## config.mk

```make
export PLATFORM = sky130hd
export DESIGN_NAME = wb_write_arbiter
export DESIGN_NICKNAME = d
export VERILOG_FILES = /design/src/rtl/wb_write_arbiter.sv
export SDC_FILE = /design/constraint.sdc
export NUM_CORES = 1
export LEC_CHECK = 0
export CORE_MARGIN = 4
export CORE_UTILIZATION = 43
export DETAILED_ROUTE_END_ITERATION = 12
export PLACE_DENSITY = 0.76
export REMOVE_ABC_BUFFERS = 1
export SYNTH_ARGS = -nofsm -noshare
export SYNTH_HDL_FRONTEND = slang
export SYNTH_SLANG_ARGS = --single-unit
```

## constraint.sdc

```tcl
create_clock -name clk -period 2.7 [get_ports clk]
set_input_delay 0.54 -clock clk [delete_from_list [all_inputs] [get_ports clk]]
set_output_delay 0.54 -clock clk [all_outputs]
set_load 0.05 [all_outputs]
```

## src/rtl/wb_write_arbiter.sv

```systemverilog
// wb_write_arbiter
//
// Drives the register file's single write port from two writeback sources:
//   - the in-order pipeline writeback (never stalled, always wins), and
//   - the multiply/divide unit (MDU), whose results are queued in a small FIFO
//     and drained whenever the pipeline leaves the write port idle.
// Also reports, per decode source register, whether a write to it is still
// queued or sitting in the output register, so decode can stall on it.
//
// Optional feature macro: WB_MDU_BYPASS_EN
//   When defined, an MDU result that arrives while the FIFO is empty and the
//   pipeline is not writing is loaded straight into the output register
//   (1-cycle latency). When undefined, every MDU result goes through the FIFO.
//
// Parameters:
//   DEPTH   MDU result FIFO entries (power of two, >= 2)
//   ADDR_W  register address width
//   DATA_W  register data width
//
// Ports:
//   clk                    system clock, rising edge
//   reset_n                asynchronous active-low reset
//   pipe_we/rd/data        pipeline writeback request (rd == 0 means no request)
//   mdu_valid/ready/rd/data MDU result handshake
//   RegWrite/RdOrRt/WriteData  registered write port to the register file
//   rs_addr/rt_addr        decode-stage source registers
//   rs_pending/rt_pending  source has an uncommitted write held in this block
//   fifo_count             FIFO occupancy (0..DEPTH)

module wb_write_arbiter #(
   parameter int DEPTH  = 4,
   parameter int ADDR_W = 5,
   parameter int DATA_W = 32
) (
   input  logic                     clk,
   input  logic                     reset_n,
   input  logic                     pipe_we,
   input  logic [ADDR_W-1:0]        pipe_rd,
   input  logic [DATA_W-1:0]        pipe_data,
   input  logic                     mdu_valid,
   output logic                     mdu_ready,
   input  logic [ADDR_W-1:0]        mdu_rd,
   input  logic [DATA_W-1:0]        mdu_data,
   output logic                     RegWrite,
   output logic [ADDR_W-1:0]        RdOrRt,
   output logic [DATA_W-1:0]        WriteData,
   input  logic [ADDR_W-1:0]        rs_addr,
   input  logic [ADDR_W-1:0]        rt_addr,
   output logic                     rs_pending,
   output logic                     rt_pending,
   output logic [$clog2(DEPTH):0]   fifo_count
);

   localparam int PTR_W = $clog2(DEPTH);
   localparam logic [PTR_W:0]   FULL_CNT = (PTR_W+1)'(DEPTH);
   localparam logic [PTR_W:0]   CNT_ONE  = (PTR_W+1)'(1);
   localparam logic [PTR_W-1:0] PTR_ONE  = PTR_W'(1);

   // FIFO storage (no reset needed: validity comes from fifo_count/rd_ptr)
   logic [ADDR_W-1:0] rd_mem   [DEPTH];
   logic [DATA_W-1:0] data_mem [DEPTH];
   logic [PTR_W-1:0]  wr_ptr;
   logic [PTR_W-1:0]  rd_ptr;

   logic pipe_req;
   logic fifo_empty;
   logic mdu_xfer;
   logic mdu_keep;
   logic bypass;
   logic push;
   logic pop;

   // MDU handshake: a result transfers on any rising edge where
   // mdu_valid && mdu_ready. mdu_ready depends only on registered occupancy,
   // so it never combinationally follows mdu_valid; the MDU keeps rd/data
   // stable while valid && !ready. Results addressed to r0 still complete
   // the handshake but are dropped here.
   always_comb begin
      pipe_req   = pipe_we && (pipe_rd != '0);
      fifo_empty = (fifo_count == '0);
      mdu_ready  = (fifo_count != FULL_CNT);
      mdu_xfer   = mdu_valid && mdu_ready;
      mdu_keep   = mdu_xfer && (mdu_rd != '0);
`ifdef WB_MDU_BYPASS_EN
      bypass     = mdu_keep && fifo_empty && !pipe_req;
`else
      bypass     = 1'b0;
`endif
      push       = mdu_keep && !bypass;
      // The pipeline owns the write port whenever it has a real request.
      pop        = !pipe_req && !fifo_empty;
   end

   // Output register: pipeline first, then FIFO head, then (bypass) MDU.
   // Address/data hold when no write is issued.
   always_ff @(posedge clk or negedge reset_n) begin
      if (!reset_n) begin
         RegWrite  <= 1'b0;
         RdOrRt    <= '0;
         WriteData <= '0;
      end else if (pipe_req) begin
         RegWrite  <= 1'b1;
         RdOrRt    <= pipe_rd;
         WriteData <= pipe_data;
      end else if (pop) begin
         RegWrite  <= 1'b1;
         RdOrRt    <= rd_mem[rd_ptr];
         WriteData <= data_mem[rd_ptr];
      end else if (bypass) begin
         RegWrite  <= 1'b1;
         RdOrRt    <= mdu_rd;
         WriteData <= mdu_data;
      end else begin
         RegWrite  <= 1'b0;
      end
   end

   // Pointers wrap naturally because DEPTH is a power of two.
   always_ff @(posedge clk or negedge reset_n) begin
      if (!reset_n) begin
         wr_ptr     <= '0;
         rd_ptr     <= '0;
         fifo_count <= '0;
      end else begin
         if (push) wr_ptr <= wr_ptr + PTR_ONE;
         if (pop)  rd_ptr <= rd_ptr + PTR_ONE;
         case ({push, pop})
            2'b10:   fifo_count <= fifo_count + CNT_ONE;
            2'b01:   fifo_count <= fifo_count - CNT_ONE;
            default: fifo_count <= fifo_count;
         endcase
      end
   end

   always_ff @(posedge clk) begin
      if (push) begin
         rd_mem[wr_ptr]   <= mdu_rd;
         data_mem[wr_ptr] <= mdu_data;
      end
   end

   // Pending flags: scan the occupied FIFO slots (offset from rd_ptr below
   // fifo_count) plus the write currently presented to the register file.
   logic [PTR_W-1:0] scan_idx;
   logic             rs_hit;
   logic             rt_hit;

   always_comb begin
      scan_idx = '0;
      rs_hit   = RegWrite && (RdOrRt == rs_addr);
      rt_hit   = RegWrite && (RdOrRt == rt_addr);
      for (int i = 0; i < DEPTH; i++) begin
         scan_idx = rd_ptr + PTR_W'(i);
         if ((PTR_W+1)'(i) < fifo_count) begin
            if (rd_mem[scan_idx] == rs_addr) rs_hit = 1'b1;
            if (rd_mem[scan_idx] == rt_addr) rt_hit = 1'b1;
         end
      end
      rs_pending = rs_hit && (rs_addr != '0);
      rt_pending = rt_hit && (rt_addr != '0);
   end

endmodule

```

==> out/results.txt <==
result of the run: complete, but fails checks
failing checks: negative setup slack
Clk pwr share: 0.192
yosys cell count: 536
power attributed to sequential cells: 4.32 mW
most frequent logic cells in the routed design: 148 x edfxtp_1, 127 x clkdlybuf4s50_1, 55 x buf_4
worst slack, placed: -0.253 ns
M3 GR Usage: 0.0406
Top logic family: multiplexers
Max Clk Rate: 306 MHz
share of synthesized cell area in and-or and or-and compound cells: 0.0306
number of pins with negative max-slew slack in the final report: 0
placement-stage cell area: 10700 um2
met3 routed WL: 951 um
# hold bufs at CTS: 0
Largest delay share family, worst path: simple AND/OR/NAND/NOR gates
filler-free cell count of the finished design: 994
power consumption: 12.5 mW
final-layout clock buffer total: 17
Least-Margin Pin Slew: 0.518 ns
worst hold path type: input port to async pin
area share of the largest cell type after synthesis: 0.513
Async S/R FF share, synth: 0.233
iteration tally of the first detailed-router pass: 4
H-tree levels: 4
number of sequential cells in the layout: 193
top cells by area in the synthesized netlist: edfxtp_1 51%, dfrtp_1 13%, mux4_2 11%
postcts setup bufs: 4
switching share of power: 0.370
final tally of hold violations: 0
number of logged tool warnings: 33
arrival time worst endpoint: 2.72 ns
Biggest Area Class: sequential cells
post-synth design cell area: 8670 um2
cell mode on critical path: a21oi_2
biggest area consumer among synthesized cells: edfxtp_1
Reg clk slew, reported paths: 0.07 ns
count of pins on the block boundary: 132
setup violators final: 2
logic area: 2960 um2
FA/HA/MAJ Cells, Area Fraction: 0.0130
Worst Slack Setup Final: -0.563 ns
ratio of routed vias to standard cells: 5.22
uppermost layer routed: met4
initial antenna violation count: 0
startpoint class of the critical path: register
period utilization: 1.21
met2 routed WL: 10200 um
final net count: 811
Largest Register: data_mem
average cell area after synthesis: 16.2 um2
worst-case clock buffer depth: 2
insertion delay to the later sink of the worst-skew pair: 0.42 ns
leading registers by flop count: data_mem (128), WriteData (32), rd_mem (20)
register share of the cell area: 0.490
switching power summed over all nets: 4.61 mW
routed length on met1: 7960 um
GR Util met1: 0.218
CTS resizes: 8
root buffer cell: clkbuf_16
Fig. 1: cells by drive strength
Scale bar: 50 um.
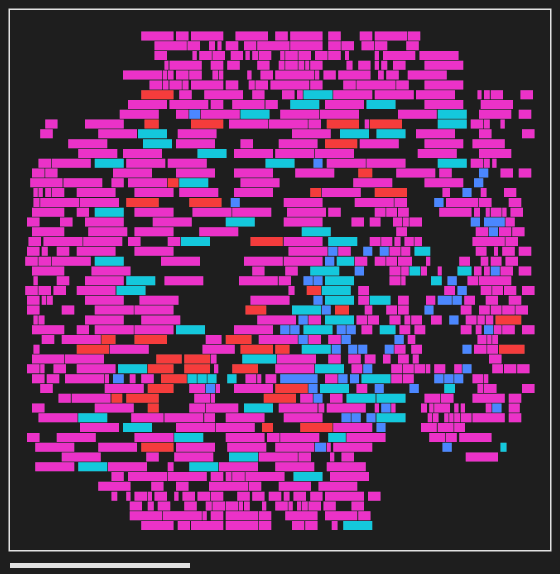
- _2 cells: cyan (cells 63; share 8.7%)
- _6 and larger: red (cells 39; share 5.4%)
- _0 and _1 cells: magenta (cells 563; share 77%)
- _3 and _4 cells: blue (cells 62; share 8.5%)
buffers outside the clock class: 196
area added between synthesis and finish: 31.2%
final instance area: 11400 um2
Worst Slack Setup Final: -0.563 ns

Fig. 2: metal 2
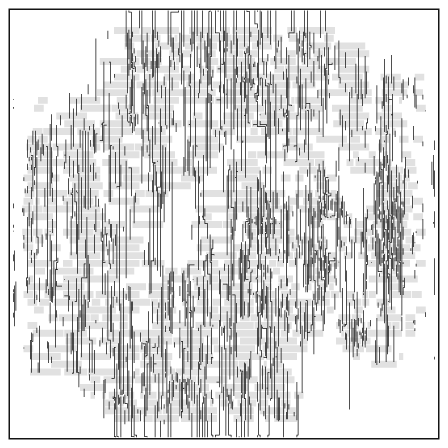
- longest straight run: 60.2 um
- nets with wire on the layer: 719
- share of all routed wire: 53%
- wire length on this layer: 10200 um
via total after detailed routing: 5192
GR met2 Demand/Resource: 0.314
wirelength, routed: 19400 um

Fig. 3: met4 routing
Scale bar: 50 um.
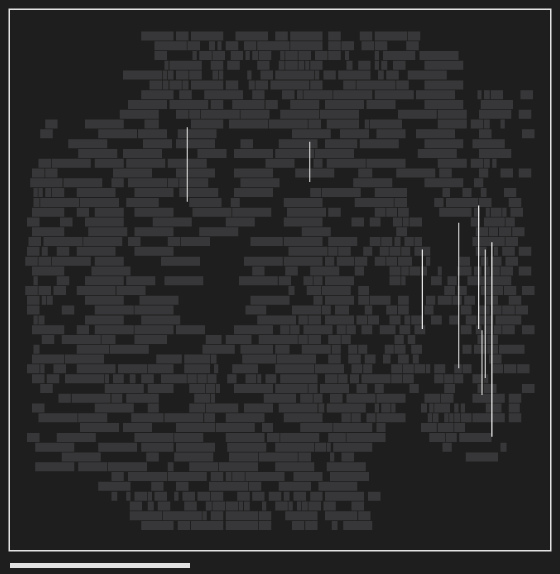
- share of all routed wire: 1.2%
- longest straight run: 53.7 um

Fig. 4: clock nets
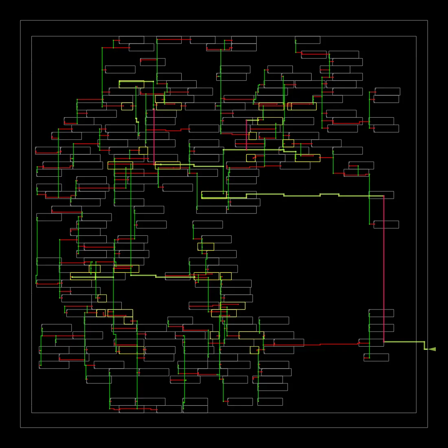
TritonCTS Sinks: 193
worst clock skew: 0.0118 ns

Fig. 5: wiring by layer
Only two layers are drawn.
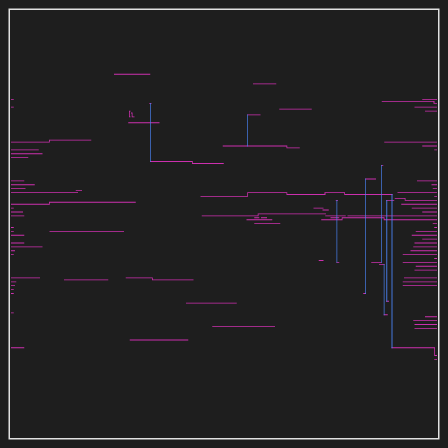
- metal 4: blue (wire length 234 um)
- metal 3: magenta (wire length 952 um)

Power figures rest on the tool's default switching activity, not on a simulated workload.
